[config.mk]
export PLATFORM = sky130hd
export DESIGN_NAME = baked_multi_context_config
export DESIGN_NICKNAME = d
export VERILOG_FILES = /design/src/rtl/baked_multi_context_config.sv
export SDC_FILE = /design/constraint.sdc
export NUM_CORES = 2
export LEC_CHECK = 0
export CAP_MARGIN = 15
export CORE_MARGIN = 3
export CORE_UTILIZATION = 58
export DETAILED_ROUTE_END_ITERATION = 12
export GPL_TIMING_DRIVEN = 0
export PLACE_DENSITY = 0.88
export SLEW_MARGIN = 5
export SYNTH_ARGS = -nofsm -noshare
export SYNTH_HDL_FRONTEND = slang
export SYNTH_SLANG_ARGS = --single-unit
[constraint.sdc]
create_clock -name clk -period 26.5 [get_ports clk]
set_input_delay 6.625 -clock clk [delete_from_list [all_inputs] [get_ports clk]]
set_output_delay 6.625 -clock clk [all_outputs]
set_load 0.01 [all_outputs]
[src/rtl/baked_multi_context_config.sv]
// baked_multi_context_config
// Holds NUM_CTX configuration planes for one fabric interconnect tile. Config bits
// are shifted serially into a staging register. They are then committed to a chosen
// plane. The active plane drives the switch-box config bus. The active plane can be
// switched at run time while another plane is being loaded.
//
// Ports:
//   clk, rst           fabric clock; synchronous active-high reset
//   cen, shift_in      shift enable and serial data in (one bit per cycle)
//   shift_out          staging MSB, feeds the next tile in the chain
//   cset, ctx_wr_sel   commit staging into plane[ctx_wr_sel]
//   ctx_switch, ctx_sel  make plane[ctx_sel] active
//   err_clr            clear sticky err
//   conf               contents of the active plane
//   cset_out           one-cycle pulse when conf changed source or contents
//   active_ctx         active plane index
//   load_state         00 EMPTY, 01 FILLING, 10 FULL, 11 OVERRUN
//   err                sticky protocol error
module baked_multi_context_config #(
  parameter  int unsigned CONF_W  = 1164,
  parameter  int unsigned NUM_CTX = 2,
  localparam int unsigned CTX_W   = $clog2(NUM_CTX),
  localparam int unsigned CNT_W   = $clog2(CONF_W + 2)
) (
  input  logic              clk,
  input  logic              rst,
  input  logic              cen,
  input  logic              shift_in,
  output logic              shift_out,
  input  logic              cset,
  input  logic [CTX_W-1:0]  ctx_wr_sel,
  input  logic              ctx_switch,
  input  logic [CTX_W-1:0]  ctx_sel,
  input  logic              err_clr,
  output logic [CONF_W-1:0] conf,
  output logic              cset_out,
  output logic [CTX_W-1:0]  active_ctx,
  output logic [1:0]        load_state,
  output logic              err
);

  localparam logic [1:0] LS_EMPTY   = 2'b00;
  localparam logic [1:0] LS_FILLING = 2'b01;
  localparam logic [1:0] LS_FULL    = 2'b10;
  localparam logic [1:0] LS_OVERRUN = 2'b11;

  localparam logic [CNT_W-1:0] CNT_FULL    = CNT_W'(CONF_W);
  localparam logic [CNT_W-1:0] CNT_OVERRUN = CNT_W'(CONF_W + 1);
  localparam logic [CTX_W:0]   CTX_LIMIT   = (CTX_W + 1)'(NUM_CTX);

  logic [CONF_W-1:0] staging;
  logic [CONF_W-1:0] planes [NUM_CTX];
  logic [CNT_W-1:0]  count;

  logic              commit_ok;
  logic              commit_err;
  logic              switch_ok;
  logic              switch_err;
  logic [CTX_W-1:0]  active_nxt;
  logic [CNT_W-1:0]  count_nxt;
  logic [1:0]        load_nxt;
  logic              cset_out_nxt;
  logic              err_nxt;

  // Serial chain output is the staging MSB itself, so each tile adds CONF_W bits.
  assign shift_out = staging[CONF_W-1];

  // Active plane read straight from the plane registers.
  assign conf = planes[active_ctx];

  // Next-state decode for commit, switch, fill counter, pulse and error.
  always_comb begin
    commit_ok    = 1'b0;
    commit_err   = 1'b0;
    switch_ok    = 1'b0;
    switch_err   = 1'b0;
    active_nxt   = active_ctx;
    count_nxt    = count;
    load_nxt     = LS_EMPTY;
    cset_out_nxt = 1'b0;
    err_nxt      = err;

    if (cset) begin
      if (!cen && (count == CNT_FULL) && ({1'b0, ctx_wr_sel} < CTX_LIMIT)) begin
        commit_ok = 1'b1;
      end else begin
        commit_err = 1'b1;
      end
    end

    if (ctx_switch) begin
      if ({1'b0, ctx_sel} < CTX_LIMIT) begin
        switch_ok  = 1'b1;
        active_nxt = ctx_sel;
      end else begin
        switch_err = 1'b1;
      end
    end

    // A valid commit only happens with cen low, so it never races a shift.
    if (commit_ok) begin
      count_nxt = '0;
    end else if (cen && (count != CNT_OVERRUN)) begin
      count_nxt = count + CNT_W'(1);
    end

    if (count_nxt == '0) begin
      load_nxt = LS_EMPTY;
    end else if (count_nxt == CNT_FULL) begin
      load_nxt = LS_FULL;
    end else if (count_nxt == CNT_OVERRUN) begin
      load_nxt = LS_OVERRUN;
    end else begin
      load_nxt = LS_FILLING;
    end

    // One pulse per edge, whether caused by a switch, a commit to the active plane, or both.
    cset_out_nxt = switch_ok || (commit_ok && (ctx_wr_sel == active_nxt));

    // Setting the error takes priority over clearing it.
    if (commit_err || switch_err) begin
      err_nxt = 1'b1;
    end else if (err_clr) begin
      err_nxt = 1'b0;
    end
  end

  // State registers.
  always_ff @(posedge clk) begin
    if (rst) begin
      staging    <= '0;
      count      <= '0;
      active_ctx <= '0;
      load_state <= LS_EMPTY;
      cset_out   <= 1'b0;
      err        <= 1'b0;
      for (int i = 0; i < int'(NUM_CTX); i++) begin
        planes[i] <= '0;
      end
    end else begin
      if (cen) begin
        staging <= {staging[CONF_W-2:0], shift_in};
      end
      if (commit_ok) begin
        planes[ctx_wr_sel] <= staging;
      end
      count      <= count_nxt;
      active_ctx <= active_nxt;
      load_state <= load_nxt;
      cset_out   <= cset_out_nxt;
      err        <= err_nxt;
    end
  end

endmodule

met1.png
The bar under the picture is 100 um long. Cells faint in the background.
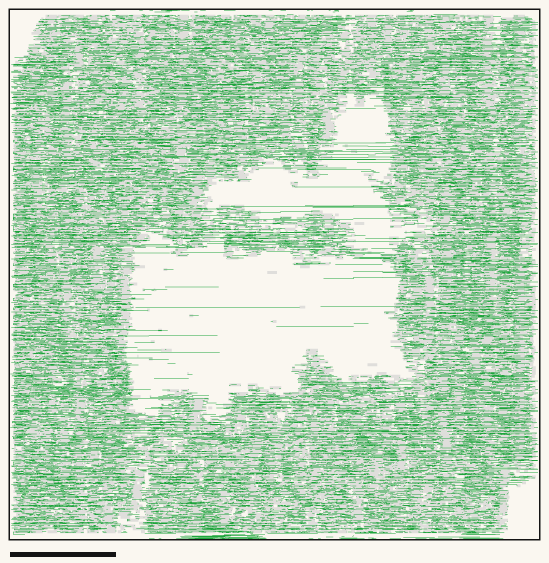
nets with wire on the layer: 11220
main direction: horizontal
drt total wl: 370 mm
via count: 84400
routing usage on met1: 33.2%

met2.png
The bar under the picture is 100 um long. Cells faint in the background.
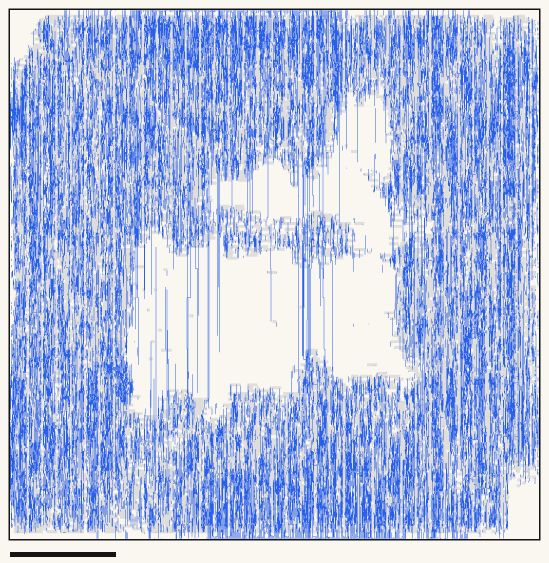
longest straight run: 214 um
nets with wire on the layer: 10587
main direction: vertical
share of all routed wire: 48%
met2 GRT Util: 47.7%

met3.png
The bar under the picture is 100 um long. Cells faint in the background.
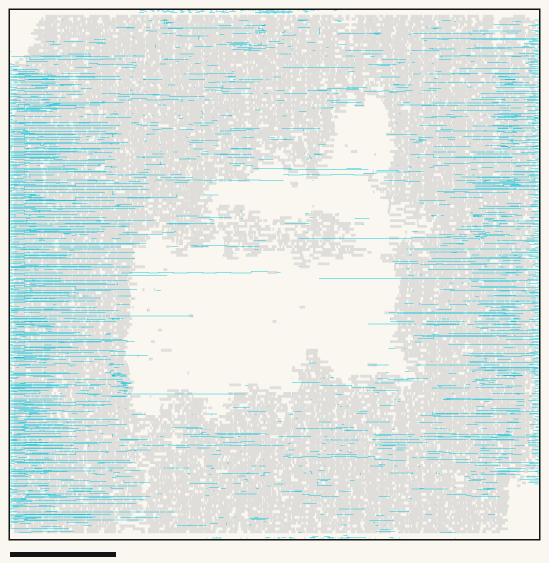
nets with wire on the layer: 1460
main direction: horizontal
longest straight run: 176 um
share of all routed wire: 9.6%
wire length on this layer: 35.5 mm
routing usage on met3: 9.46%

met4.png
The bar under the picture is 100 um long.
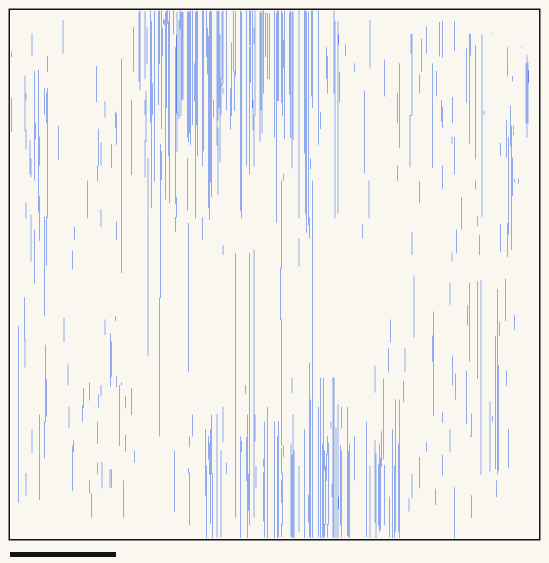
share of all routed wire: 6.7%
nets with wire on the layer: 280

final_congestion.png
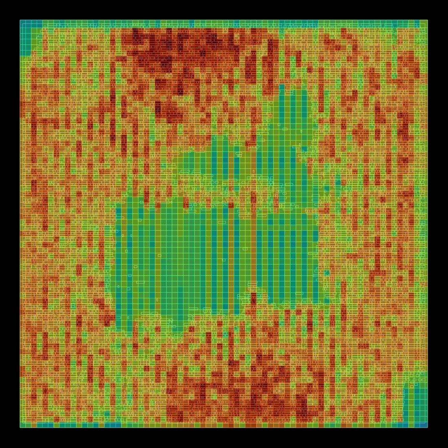
GRT Max-Usage Layer: met2
post-layout util: 70.4%
post-DR wirelength/cell: 24.4 um

## cell usage in the layout (no fill, tap or decap), drive strengths merged, types with 5 or more instances in the layout
cell | netlist | routed
diode | 0 | 7
clkinv | 0 | 104
inv | 3 | 16
bufinv | 0 | 36
clkbuf | 445 | 927
buf | 208 | 258
clkinvlp | 0 | 7
nor3 | 8 | 8
clkdlybuf4s50 | 0 | 1177
nand2 | 5 | 5
dfxtp | 1180 | 1180
and3 | 5 | 5
a21oi | 8 | 8
nand4 | 8 | 8
nor2 | 1180 | 1180
mux2i | 1167 | 1167
mux2 | 1164 | 1164
nand3 | 7 | 7
xnor2 | 7 | 7
and2 | 2330 | 2330
edfxtp | 2328 | 2328
## layout make-up
class / count / area [um^2] / area share [%]
antenna: 7 / 17.5 / 0.0103
buffer: 653 / 3370 / 1.98
clock buffer: 482 / 9850 / 5.79
clock inverter: 160 / 1850 / 1.09
inverter: 3 / 11.3 / 0.00662
multi-input combinational: 5914 / 44300 / 26.1
sequential: 3508 / 93500 / 55.0
tap: 3185 / 3990 / 2.34
timing repair buffer: 1227 / 13100 / 7.72
## critical path: cells and delay by family (launching register included)
kind | cells | cell delay (ns)
buffers and inverters | 5 | 3.44
multiplexers | 1 | 0.47
flip-flops | 1 | 0.46
## per-layer routing
| layer | vias up | wire length [um] | global-route usage [%] |
|---|---|---|---|
| li1 | 38200 | - | - |
| met1 | 42100 | 133000 | 33.2 |
| met2 | 3210 | 177000 | 47.7 |
| met3 | 835 | 35500 | 9.46 |
| met4 | 8 | 24700 | 16.8 |
| met5 | - | 61 | 0 |
## stage by stage
step	util (%)	setup WS [ns]
after floorplan	-	4.14
after global placement	65.0	-4.84
after detailed placement	65.6	14.91
after CTS	70.4	14.27
after global routing	70.4	14.31
final	70.4	14.54
## state kept, by name (all words and copies together) (netlist names)
signal and cells:
count 11, err 1, staging 1164, active_ctx 1, load_state 2, planes 2328, cset_out 1
## worst max path at each step
stage / from / end / slack [ns] / cells after the start
floorplan: cen / planes[1][0] / 4.14 / 5
global route: active_ctx / conf[1124] / 14.31 / 7
CTS: active_ctx / conf[1124] / 14.27 / 7
finish: active_ctx / conf[1106] / 14.54 / 6
detailed placement: cen / planes[0][430] / 14.91 / 11
global placement: cen / planes[0][552] / -4.84 / 6
## power groups by stage
stage	combinational, W	sequential, W	clock (W)
finish	0.000966	0.00605	0.00503
global placement	0.000924	0.00630	0
CTS	0.000967	0.00605	0.00507
global route	0.00100	0.00606	0.00530
floorplan	0.000429	0.00624	0
detailed placement	0.000955	0.00616	0
## cells by family (layout without fill, tap and decap cells)
| family | Yosys count | in the layout |
|---|---|---|
| AND/OR/NAND/NOR | 3555 | 3555 |
| flip-flops | 3508 | 3508 |
| multiplexers | 2331 | 2331 |
| buffers and inverters | 656 | 2525 |
| AND-OR/OR-AND | 15 | 15 |
| XOR/XNOR | 10 | 10 |
| adder cells (fa/ha/maj) | 3 | 3 |
| other | 0 | 7 |
==> results.sh <==
# physical design summary
export IMPL_firstDrtPassIters=8
export IMPL_yosysCellCount=10100
export IMPL_ff2ff_path_depth=12
export IMPL_cts_hold_buf=0
export IMPL_status="complete, no violations"
export IMPL_top_cell_area_share_pct=49.5
export IMPL_synth_distinct_cells=41
export IMPL_synth_top_cells_by_count="and2_1 (2329), edfxtp_1 (2328), dfxtp_1 (1180), nor2_1 (1180), mux2i_1 (1167)"
export IMPL_finalPower_w=0.0120
export IMPL_hold_depth=2
export IMPL_grt_antenna_before_repair=10
export IMPL_crit_path_max_fanout=10
export IMPL_die_w_um=499
export IMPL_ant_nets=0
export IMPL_slew_headroom_pct=17.3
export IMPL_rows=180
export IMPL_cts_root_buf="clkbuf_16"
export IMPL_min_period_ns=11.96
export IMPL_ys_sh_xor_pct=0.0620
export IMPL_portBuffers=1177
export IMPL_grt_max_degree=62
export IMPL_ys_area_um2=141000
export IMPL_fin_nets=11700
export IMPL_synthSimpleGateAreaFrac_pct=13.7
export IMPL_ys_flops=3508
export IMPL_fin_area_um2=170000
export IMPL_finalSetupViolations=0
export IMPL_grt_pass1_vias=87200
export IMPL_die_h_um=499
export IMPL_synth_edff_count=2328
export IMPL_syn_avg_cell_area_um2=14.0
export IMPL_grt_overflow_total=0
export IMPL_dp_hpwl_mm=256
export IMPL_ys_sh_aoi_pct=0.0726
export IMPL_switching_share_pct=22.0
export IMPL_fmax_mhz=83.6
export IMPL_synth_seq_area_share_pct=66.2
export IMPL_hold_path_endpoint="staging[850]"
export IMPL_ys_sh_adder_pct=0.0266
export IMPL_synthTopCellsByArea="edfxtp_1 (49%), dfxtp_1 (17%), and2_1 (10%)"
export IMPL_ys_sh_mux_pct=17.6
export IMPL_cts_sinks=3508
export IMPL_clockBufferDepth=4
export IMPL_fp_utilization_pct=58.5
export IMPL_routed_via_density=5.57
export IMPL_powerDensity_nw_per_um2=70.8
export IMPL_placed_cell_area_um2=158000
export IMPL_netSwitchingPower_w=0.00265
export IMPL_rsz0062_at_grt="false"
export IMPL_crit_path_end_kind="primary output"
export IMPL_r2r_start="count[9]"
export IMPL_gp_congestion=0.891
export IMPL_grt_pass1_wl_mm=546
Power is estimated from default activity; no workload was simulated.
